## src/rtl/cpu_pkg.sv

```systemverilog
// cpu_pkg: shared writeback-arbiter types and constants
package cpu_pkg;
  localparam int REG_AW = 5;
  localparam int STARVE_MAX_DEF = 3;
  typedef enum logic {LD_PRI = 1'b0, EX_PRI = 1'b1} pri_t;
endpackage

```

## src/rtl/wb_fwd_cmp.sv

```systemverilog
// wb_fwd_cmp: matches one decode read address against the pending register-file write
module wb_fwd_cmp
  import cpu_pkg::*;
#(
  parameter int XLEN = 32
) (
  input  logic              reg_write,
  input  logic [REG_AW-1:0] rd,
  input  logic [XLEN-1:0]   w_data,
  input  logic [REG_AW-1:0] rs,
  output logic              hit,
  output logic [XLEN-1:0]   data
);
  assign hit  = reg_write && rd != '0 && rd == rs;
  assign data = hit ? w_data : '0;
endmodule

```

## src/rtl/wb_arbiter.sv

```systemverilog
// wb_arbiter: execute/load arbitration for the single register-file write port with anti-starvation and bypass
module wb_arbiter
  import cpu_pkg::*;
#(
  parameter int STARVE_MAX = STARVE_MAX_DEF,
  parameter int XLEN       = 32
) (
  input  logic              clk,
  input  logic              rst_n,
  input  logic              ex_valid,
  input  logic [REG_AW-1:0] ex_rd,
  input  logic [XLEN-1:0]   ex_data,
  output logic              ex_ready,
  input  logic              ld_valid,
  input  logic [REG_AW-1:0] ld_rd,
  input  logic [XLEN-1:0]   ld_data,
  output logic              ld_ready,
  output logic              reg_write,
  output logic [REG_AW-1:0] rd,
  output logic [XLEN-1:0]   w_data,
  input  logic [REG_AW-1:0] rs1,
  input  logic [REG_AW-1:0] rs2,
  output logic              fwd1_hit,
  output logic              fwd2_hit,
  output logic [XLEN-1:0]   fwd1_data,
  output logic [XLEN-1:0]   fwd2_data
);
  localparam int CW = $clog2(STARVE_MAX + 1);
  pri_t              state, state_nx;
  logic [CW-1:0]     cnt, cnt_nx;
  logic              ex_g, ld_g;
  logic [REG_AW-1:0] sel_rd;
  logic [XLEN-1:0]   sel_data;
  // grant selection, starvation count and priority-state update; nothing is granted during reset
  always_comb begin
    ex_g     = rst_n && ex_valid && (!ld_valid || state == EX_PRI);
    ld_g     = rst_n && ld_valid && (!ex_valid || state == LD_PRI);
    sel_rd   = ex_g ? ex_rd : ld_rd;
    sel_data = ex_g ? ex_data : ld_data;
    cnt_nx   = (ex_valid && ld_g) ? ((cnt == CW'(STARVE_MAX)) ? cnt : cnt + 1'b1) : '0;
    state_nx = ex_g ? LD_PRI : (state == LD_PRI && cnt_nx == CW'(STARVE_MAX)) ? EX_PRI : state;
  end
  assign ex_ready = ex_g;
  assign ld_ready = ld_g;
  // priority state and starvation counter registers
  always_ff @(posedge clk) begin
    if (!rst_n) begin
      state <= LD_PRI;
      cnt   <= '0;
    end else begin
      state <= state_nx;
      cnt   <= cnt_nx;
    end
  end
  // register the granted write one cycle later; x0 writes update rd/w_data but never assert reg_write
  always_ff @(posedge clk) begin
    if (!rst_n) begin
      reg_write <= 1'b0;
      rd        <= '0;
      w_data    <= '0;
    end else begin
      reg_write <= (ex_g || ld_g) && sel_rd != '0;
      if (ex_g || ld_g) begin
        rd     <= sel_rd;
        w_data <= sel_data;
      end
    end
  end
  wb_fwd_cmp #(.XLEN(XLEN)) u_fwd1 (
    .reg_write(reg_write), .rd(rd), .w_data(w_data), .rs(rs1), .hit(fwd1_hit), .data(fwd1_data)
  );
  wb_fwd_cmp #(.XLEN(XLEN)) u_fwd2 (
    .reg_write(reg_write), .rd(rd), .w_data(w_data), .rs(rs2), .hit(fwd2_hit), .data(fwd2_data)
  );
endmodule
```

## config.mk

```make
export PLATFORM = sky130hd
export DESIGN_NAME = wb_arbiter
export DESIGN_NICKNAME = d
export VERILOG_FILES = /design/src/rtl/cpu_pkg.sv /design/src/rtl/wb_fwd_cmp.sv /design/src/rtl/wb_arbiter.sv
export SDC_FILE = /design/constraint.sdc
export NUM_CORES = 1
export LEC_CHECK = 0
export ABC_CLOCK_PERIOD_IN_PS = 1730
export CORE_AREA = 2 2 100 102
export CTS_CLUSTER_DIAMETER = 200
export DETAILED_ROUTE_END_ITERATION = 10
export DIE_AREA = 0 0 102 104
export PLACE_DENSITY = 0.72
export SLEW_MARGIN = 20
export SYNTH_ARGS = -nofsm -noshare
export SYNTH_HDL_FRONTEND = slang
export SYNTH_SLANG_ARGS = --single-unit
```

## constraint.sdc

```tcl
create_clock -name clk -period 1.73 [get_ports clk]
set_input_delay 0.346 -clock clk [delete_from_list [all_inputs] [get_ports clk]]
set_output_delay 0.346 -clock clk [all_outputs]
set_load 0.05 [all_outputs]
```

### Gate families picked out, run 1

Drawn at 4 px/um.
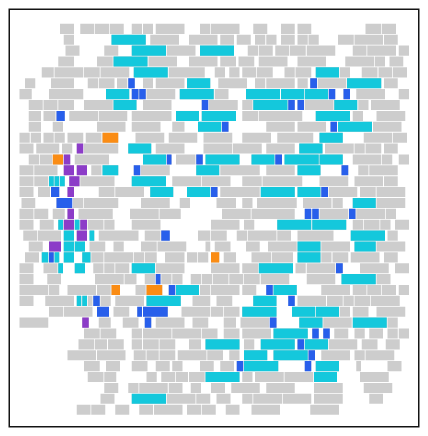
| colour | family | cells |
|---|---|---|
| blue | nand cells | 43 |
| purple | aoi and oai cells | 12 |
| orange | and/or cells | 5 |
| cyan | nor cells | 84 |

### Clock wiring as the flow saved it, run 1

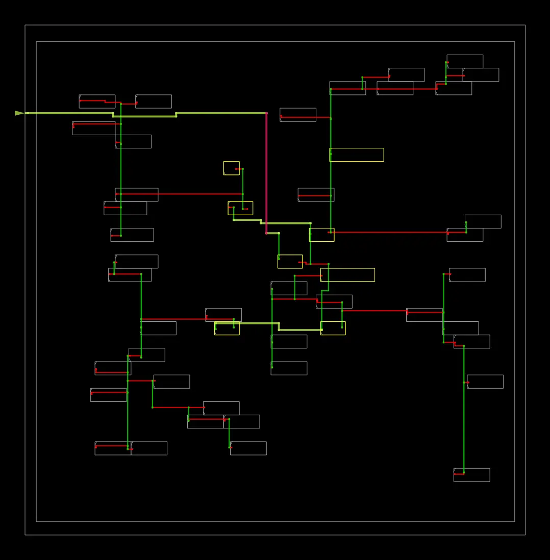
clkbuf count: 5
Worst Skew: 0.0121 ns
CTS Buf Count: 5

### Metal 4, run 1

Drawn at 4 px/um.
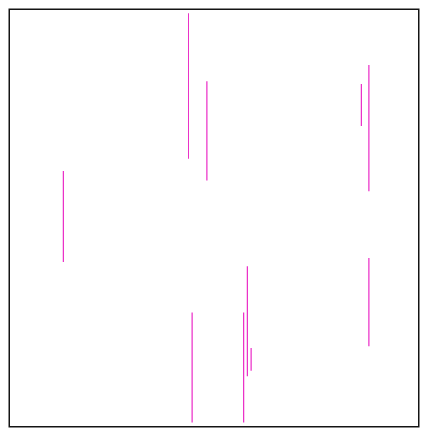
nets with wire on the layer: 10
main direction: vertical

==> results.toml, run 1 <==
# yosys + openroad results
[pwr]
power.total_uw = 3900
vdd_drop_max_uv = 384
p_seq_uw = 1110
clkPwrFrac_pct = 24.8
switching_share_pct = 37.7
power.density_nw_per_um2 = 545
clk-power_uw = 967
comb_cell_power_uw = 1820

[floorplan]
core_util_floorplan_pct = 29.1
die_h_um = 104
die_x_um = 102

[drt]
wl_met2_mm = 7.35
drc = 0
vias = 3694
wl_met3_mm = 1.04

[cts]
cts.path.max_buffers = 2
clk_pin_slew_worst_paths_ns = 0.10
h-tree-depth = 2
clock_sinks = 41

[global_route]
grt_pass1_vias = 3827
antenna_found_initial = 0
top_usage_layer = "met2"

[run]
maxCapViolCount = 0
warning_count = 29

[synth]
yosys_warnings = 0
synth-edff-count = 0
syn_area_um2 = 2780
common_cells = "41 x dfxtp_1, 35 x nor3_1, 34 x nand3_1"
ys_area_um2 = 2780
avgSynthCellArea_um2 = 8.70
syn_inst = 319
ys_types = 34
synth_seq_share_pct = 29.6
ff_type = "dfxtp_1"
largest_area_cell = "dfxtp_1"

[timing]
slew_violations = 0
rsz0062_at_grt = "true"
setup_slack_ns = -0.559
finalSetupViolCount = 66
relSlewSlack_pct = 75.0

[worst_setup_path]
cp_cell_sequence = "or4_4 -> nor2_4 -> buf_12 -> buf_12 -> nor4b_2 -> buf_12"
path_buffers = 3
r2r-end = "rd[1]$_SDFFE_PN0P_"
cp-endpoint = "fwd2_data[31]"

[placed_design]
dp_hpwl_mm = 10.0
place_inst = 649
placed_cell_area_um2 = 6700
io_buffers = 193

[outcome]
status = "finished, violations left"
violations = "negative setup slack"

[min_path]
hold_depth = 1
holdCritStartpoint = "cnt[0]$_SDFF_PN0_"

[finish]
top_regs = "w_data (32), rd (5), cnt (2)"
regMostFlops = "w_data"
fin_cells = 668
mostFrequentLayoutCells = "82 x clkdlybuf4s50_1, 82 x buf_12, 64 x buf_4"
fillerInstances = 623
-- run 1: cell families (layout without fill, tap and decap cells) --
| kind of cell | count (synthesis) | count (layout) | share of synthesized area (%) |
|---|---|---|---|
| AOI/OAI and AO/OA | 76 | 76 | 25.0 |
| and+or+nand+nor | 132 | 132 | 28.6 |
| muxes | 14 | 14 | 5.63 |
| DFF | 41 | 41 | 29.6 |
| xor gates and xnor gates | 10 | 10 | 3.15 |
| buffers and inverters | 46 | 262 | 8.11 |
-- run 1: cell type report --
class | count | area, um^2 | share of cell area (%)
repair buffers | 251 | 3320 | 46.5
multi-input cells | 232 | 2670 | 37.3
flip-flops and latches | 41 | 843 | 11.8
well taps | 133 | 166 | 2.33
clock buffers | 5 | 68.8 | 0.963
clock inverters | 3 | 68.8 | 0.963
inverters | 3 | 11.3 | 0.158
==> run 1 -> run 2 <==
--- a/config.mk
+++ b/config.mk
@@ -6,6 +6,7 @@
 export NUM_CORES = 1
 export LEC_CHECK = 0
 export ABC_CLOCK_PERIOD_IN_PS = 1730
+export CAP_MARGIN = 5
 export CORE_AREA = 2 2 100 102
 export CTS_CLUSTER_DIAMETER = 200
 export DETAILED_ROUTE_END_ITERATION = 10
==> constraint.sdc (replaced) <==
create_clock -name clk -period 1.73 [get_ports clk]
set_input_delay 0.4325 -clock clk [delete_from_list [all_inputs] [get_ports clk]]
set_output_delay 0.4325 -clock clk [all_outputs]
set_load 0.05 [all_outputs]
### Gate families picked out, run 2

Drawn at 4 px/um.
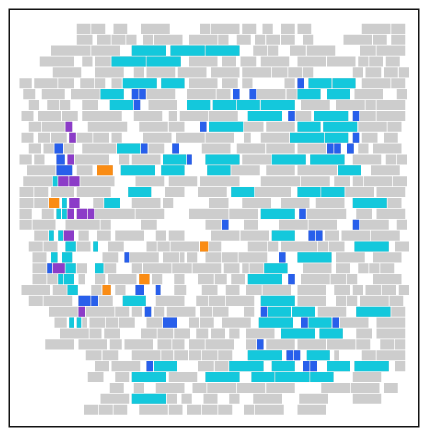
| colour | family | cells | where |
|---|---|---|---|
| orange | and/or cells | 5 | left middle |
| purple | aoi and oai cells | 12 | left middle |
| blue | nand cells | 43 | spread over the die |
| cyan | nor cells | 84 | spread over the die |
most frequent logic cell in the layout: buf_12
Comb area share: 37.0%
Layout Cells excl Fill: 669

==> run 2 against run 1 <==
  * The run still ends with negative setup slack left
  * Global-route usage up 0.55 points
  * Hold slack got worse by 0.0027 ns
  * Cell count grew 0.15%
  * Sequential share of layout area shrank 0.24 points
  * First-iteration DRC count is 42% higher
  * Final area is 2.0% higher
  * Critical path depth increased by 2
  * Via count rose by 0.38%
  * Combinational power is 5% higher
  * Largest power group unchanged
  * Clock power down 31%
  * Critical endpoint is now fwd1_data[25]
  * Clock skew decreased by 0.0016 ns
==> results.toml, run 2 <==
# yosys + openroad results
[finish]
mostFrequentLayoutCells = "95 x buf_12, 74 x clkdlybuf4s50_1, 51 x buf_4"
regMostFlops = "w_data"
ff_count = 41
seqCellArea_um2 = 843
clockBufferCount = 5
seq_area_share_pct = 11.6
signal_buffers = 252
logic_gates = 232
fillerInstances = 630
layout.area.comb_um2 = 2700
clock_cell_area_share_pct = 1.17
inverters = 3
n_antenna_cell = 0
buffer_area_share_pct = 47.8

[pwr]
clk-power_uw = 663
vdd_drop_max_uv = 339
comb_cell_power_uw = 1910
clkPwrFrac_pct = 18.0
p_seq_uw = 1110
power.total_uw = 3680
power.density_nw_per_um2 = 505
power_switching_uw = 1490
switching_share_pct = 40.5

[cts]
cts_buffers = 5
cts.path.max_buffers = 2
clock_sinks = 41
cts_hold_buf = 0
clk_pin_slew_worst_paths_ns = 0.10

[timing]
finalSetupViolCount = 66
skew_ns = 0.0105
setup_slack_ns = -0.607
relSlewSlack_pct = 79.3
rsz0062_at_grt = "true"

[min_path]
holdCritPathClass = "flip-flop to flip-flop"
holdCritStartpoint = "cnt[0]$_SDFF_PN0_"
hold_depth = 1

[synth]
common_cells = "41 x dfxtp_1, 35 x nor3_1, 34 x nand3_1"
adder_share_pct = 0
ys_types = 34
ff_type = "dfxtp_1"
syn_inst = 319
xor_share_pct = 3.15
ys_area_um2 = 2780
largest_area_cell = "dfxtp_1"
synth-edff-count = 0
simple_gate_share_pct = 28.6
yosys_warnings = 0
ys_sh_mux_pct = 5.63
avgSynthCellArea_um2 = 8.70
compound_area_share_pct = 25.0

[floorplan]
die_x_um = 102
taps = 133
coreArea_um2 = 9550
top_level_ports = 194
die_h_um = 104

[placed_design]
place_inst = 651
io_buffers = 193
dp_hpwl_mm = 10.2

[worst_setup_path]
path_buffers = 5
r2r-end = "w_data[19]$_SDFFE_PN0P_"
cp-endpoint = "fwd1_data[25]"
cp_cell_sequence = "buf_6 -> buf_6 -> xnor2_2 -> nand4_1 -> buf_6 -> buf_16 -> nor3_4 -> buf_12"

[outcome]
status = "finished, violations left"
violations = "negative setup slack"

[drt]
drc = 0
wl_met3_mm = 1.06
vias = 3708

[global_route]
antenna_found_initial = 0
grt-ovfl-total = 0
grt_pass1_vias = 3894
top_usage_layer = "met2"

[run]
maxCapViolCount = 0
warning_count = 29
run 2: cell counts after synthesis:
Identical to the previous run, type by type.
run 2: per-stage QoR:
stage | hold slack (ns) | TNS, ns | instance area (um^2)
after floorplan | 0.407 | -32.19 | 3770
after global placement | 0.415 | -48.58 | 6860
after detailed placement | 0.430 | -51.80 | 6860
after CTS | 0.444 | -39.00 | 7220
after global routing | 0.460 | -42.27 | 7300
final | 0.440 | -37.55 | 7300
run 2: cell families after synthesis:
kind of cell | Yosys count
DFF | 41
and+or+nand+nor | 132
buffers and inverters | 46
AOI/OAI and AO/OA | 76
xor gates and xnor gates | 10
muxes | 14
run 2: repair_timing:
action                                  CTS  global route
gates cloned                              5             2
pin swaps                                24            10
gates resized                            43             5
setup buffers                             2             1
endpoints found under the setup margin   68            67
Power is estimated from default activity; no workload was simulated.
